==> config.mk <==
export PLATFORM = sky130hd
export DESIGN_NAME = moving_avg_decim
export DESIGN_NICKNAME = d
export VERILOG_FILES = /design/src/rtl/mavg_pkg.sv /design/src/rtl/valid_delay_line.sv /design/src/rtl/moving_avg_decim.sv
export SDC_FILE = /design/constraint.sdc
export NUM_CORES = 1
export LEC_CHECK = 0
export ABC_AREA = 1
export CAP_MARGIN = 20
export CORE_UTILIZATION = 60
export DETAILED_ROUTE_END_ITERATION = 10
export PLACE_DENSITY = 0.8
export SKIP_LAST_GASP = 1
export SYNTH_ARGS = -nofsm -noshare
export SYNTH_HDL_FRONTEND = slang
export SYNTH_SLANG_ARGS = --single-unit
==> constraint.sdc <==
create_clock -name clk -period 4 [get_ports clk]
set_input_delay 0.6 -clock clk [delete_from_list [all_inputs] [get_ports clk]]
set_output_delay 0.6 -clock clk [all_outputs]
set_load 0.05 [all_outputs]
==> src/rtl/mavg_pkg.sv <==
// mavg_pkg: shared limits, FSM state type and sum-width helper for moving_avg_decim.
package mavg_pkg;
    localparam int WIN_LOG2_MIN = 1;
    localparam int WIN_LOG2_MAX = 8;
    localparam int DEC_LOG2_MIN = 0;
    localparam int DEC_LOG2_MAX = 8;

    typedef enum logic {FILL, RUN} state_t;

    function automatic int sum_width(input int d_width, input int win_log2);
        return d_width + win_log2;
    endfunction
endpackage

==> src/rtl/valid_delay_line.sv <==
// valid_delay_line: DEPTH-deep sample shift register that advances only on valid.
// Ports: clk, rst/clear (sync flush to zero), valid (shift enable), data_in (new sample),
// oldest (sample shifted in DEPTH valid cycles ago, zero until then).
module valid_delay_line #(
    parameter int WIDTH = 32,
    parameter int DEPTH = 8
) (
    input  logic             clk,
    input  logic             rst,
    input  logic             clear,
    input  logic             valid,
    input  logic [WIDTH-1:0] data_in,
    output logic [WIDTH-1:0] oldest
);
    logic [DEPTH-1:0][WIDTH-1:0] line;

    always_ff @(posedge clk) begin
        if (rst || clear)
            line <= '0;
        else if (valid)
            line <= {line[DEPTH-2:0], data_in};
    end

    assign oldest = line[DEPTH-1];
endmodule

==> src/rtl/moving_avg_decim.sv <==
// moving_avg_decim: running-sum moving average over 2^WIN_LOG2 samples with 2^DEC_LOG2 output decimation.
// Ports: clk, rst (sync active-high), clear (sync flush), data_in/data_in_valid (signed sample in),
// data_out/data_out_valid (registered mean and one-cycle strobe), primed (window full).
// Define MAVG_ROUND_EN to round half up instead of flooring the mean.
module moving_avg_decim
    import mavg_pkg::*;
#(
    parameter int D_WIDTH  = 32,
    parameter int WIN_LOG2 = 3,
    parameter int DEC_LOG2 = 0
) (
    input  logic               clk,
    input  logic               rst,
    input  logic               clear,
    input  logic [D_WIDTH-1:0] data_in,
    input  logic               data_in_valid,
    output logic [D_WIDTH-1:0] data_out,
    output logic               data_out_valid,
    output logic               primed
);
    localparam int WIN = 1 << WIN_LOG2;
    localparam int SW  = sum_width(D_WIDTH, WIN_LOG2);
    localparam int CW  = WIN_LOG2 + 1;
    localparam int DW  = (DEC_LOG2 == 0) ? 1 : DEC_LOG2;

    if (WIN_LOG2 < WIN_LOG2_MIN || WIN_LOG2 > WIN_LOG2_MAX) begin : g_bad_win
        $error("WIN_LOG2 out of range");
    end
    if (DEC_LOG2 < DEC_LOG2_MIN || DEC_LOG2 > DEC_LOG2_MAX) begin : g_bad_dec
        $error("DEC_LOG2 out of range");
    end

    state_t               state, state_next;
    logic                 flush, accept, last_fill, produce, emit;
    logic [CW-1:0]        fill;
    logic [DW-1:0]        dec_cnt;
    logic [D_WIDTH-1:0]   oldest, mean;
    logic signed [SW-1:0] sum, sum_next;
    logic signed [SW:0]   biased;

    valid_delay_line #(.WIDTH(D_WIDTH), .DEPTH(WIN)) u_dly (
        .clk(clk),
        .rst(rst),
        .clear(clear),
        .valid(accept),
        .data_in(data_in),
        .oldest(oldest)
    );

    // A sample arriving together with rst/clear is dropped.
    assign flush     = rst | clear;
    assign accept    = data_in_valid & ~flush;
    assign last_fill = (state == FILL) && (fill == CW'(WIN - 1));
    assign produce   = accept && (state == RUN || last_fill);
    assign emit      = produce && (dec_cnt == '0);
    assign primed    = (fill == CW'(WIN));
    assign sum_next  = sum + SW'($signed(data_in)) - SW'($signed(oldest));

    // One guard bit keeps the rounding bias from wrapping at full scale.
`ifdef MAVG_ROUND_EN
    localparam logic signed [SW:0] HALF = (SW + 1)'(1) << (WIN_LOG2 - 1);
    assign biased = {sum_next[SW-1], sum_next} + HALF;
`else
    assign biased = {sum_next[SW-1], sum_next};
`endif
    assign mean = D_WIDTH'(biased >>> WIN_LOG2);

    always_comb begin
        state_next = (accept && last_fill) ? RUN : state;
    end

    always_ff @(posedge clk) begin
        if (flush)
            state <= FILL;
        else
            state <= state_next;
    end

    always_ff @(posedge clk) begin
        if (flush) begin
            fill           <= '0;
            dec_cnt        <= '0;
            sum            <= '0;
            data_out       <= '0;
            data_out_valid <= 1'b0;
        end else begin
            data_out_valid <= emit;
            if (accept) begin
                sum <= sum_next;
                if (state == FILL)
                    fill <= fill + 1'b1;
            end
            if (produce)
                dec_cnt <= (DEC_LOG2 == 0) ? '0 : dec_cnt + 1'b1;
            if (emit)
                data_out <= mean;
        end
    end
endmodule

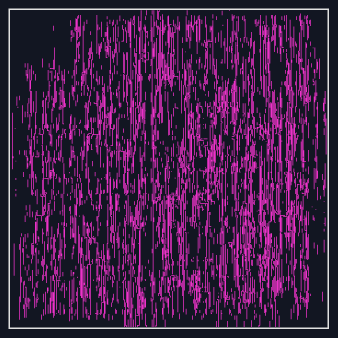
m2.png
(2 px per µm)
- share of all routed wire: 45%
- nets with wire on the layer: 1,685
Post-Route WL: 33.60 mm
grt met2 use: 42.01%

==> results.sh <==
# source this file to load flow results
export IMPL_status="complete, no violations"
export IMPL_die_area_mm2=0.02520
export IMPL_hp_class="register to register"
export IMPL_startpoint_type="primary input"
export IMPL_top_register="u_dly.line"
export IMPL_io_buffers=69
export IMPL_drt_iter0_drc=1138
export IMPL_hold_violations=0
export IMPL_pre_cts_ws_ns=0.4883
export IMPL_critPathKind="primary input to register"
export IMPL_adder_share_pct=7.841
export IMPL_regArea_mm2=0.006586
export IMPL_critPathTopFamily="adder cells"
export IMPL_path_buffers=4
export IMPL_num_fill_cells=1990
export IMPL_worst_slack_ns=0.9235
export IMPL_grt_max_degree=228
export IMPL_power_clock_mw=3.40
export IMPL_path_clk_slew_ns=0.06
export IMPL_cpMaxStageDelayCell="fa_1"
export IMPL_drive_above_1_share_pct=4.081
export IMPL_mostFrequentLayoutCells="nand2_1, dfxtp_1, a21oi_1"
export IMPL_n_all_buffers=75
export IMPL_gp_congestion=0.9332
export IMPL_grt_pass1_wl_mm=55.58
export IMPL_switching_share_pct=27.65
export IMPL_fin_skew_ns=0.02331
export IMPL_slew_headroom_pct=31.10
export IMPL_cts_buffers=35
export IMPL_finalMaxSlewViolations=0
export IMPL_crit_top_cell="nand2_1"
export IMPL_cts_resized=0
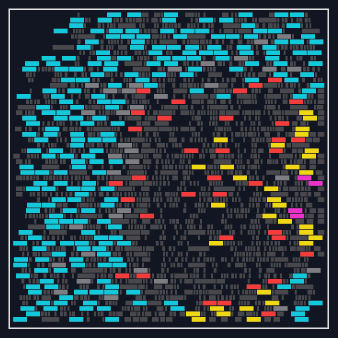
ff_map.png
(2 px per µm)
- sum: red (placed flops 35)
- u_dly.line: cyan (placed flops 224; where all over the die)
- data_out: yellow (placed flops 32)
- fill: magenta (placed flops 4; where middle right)

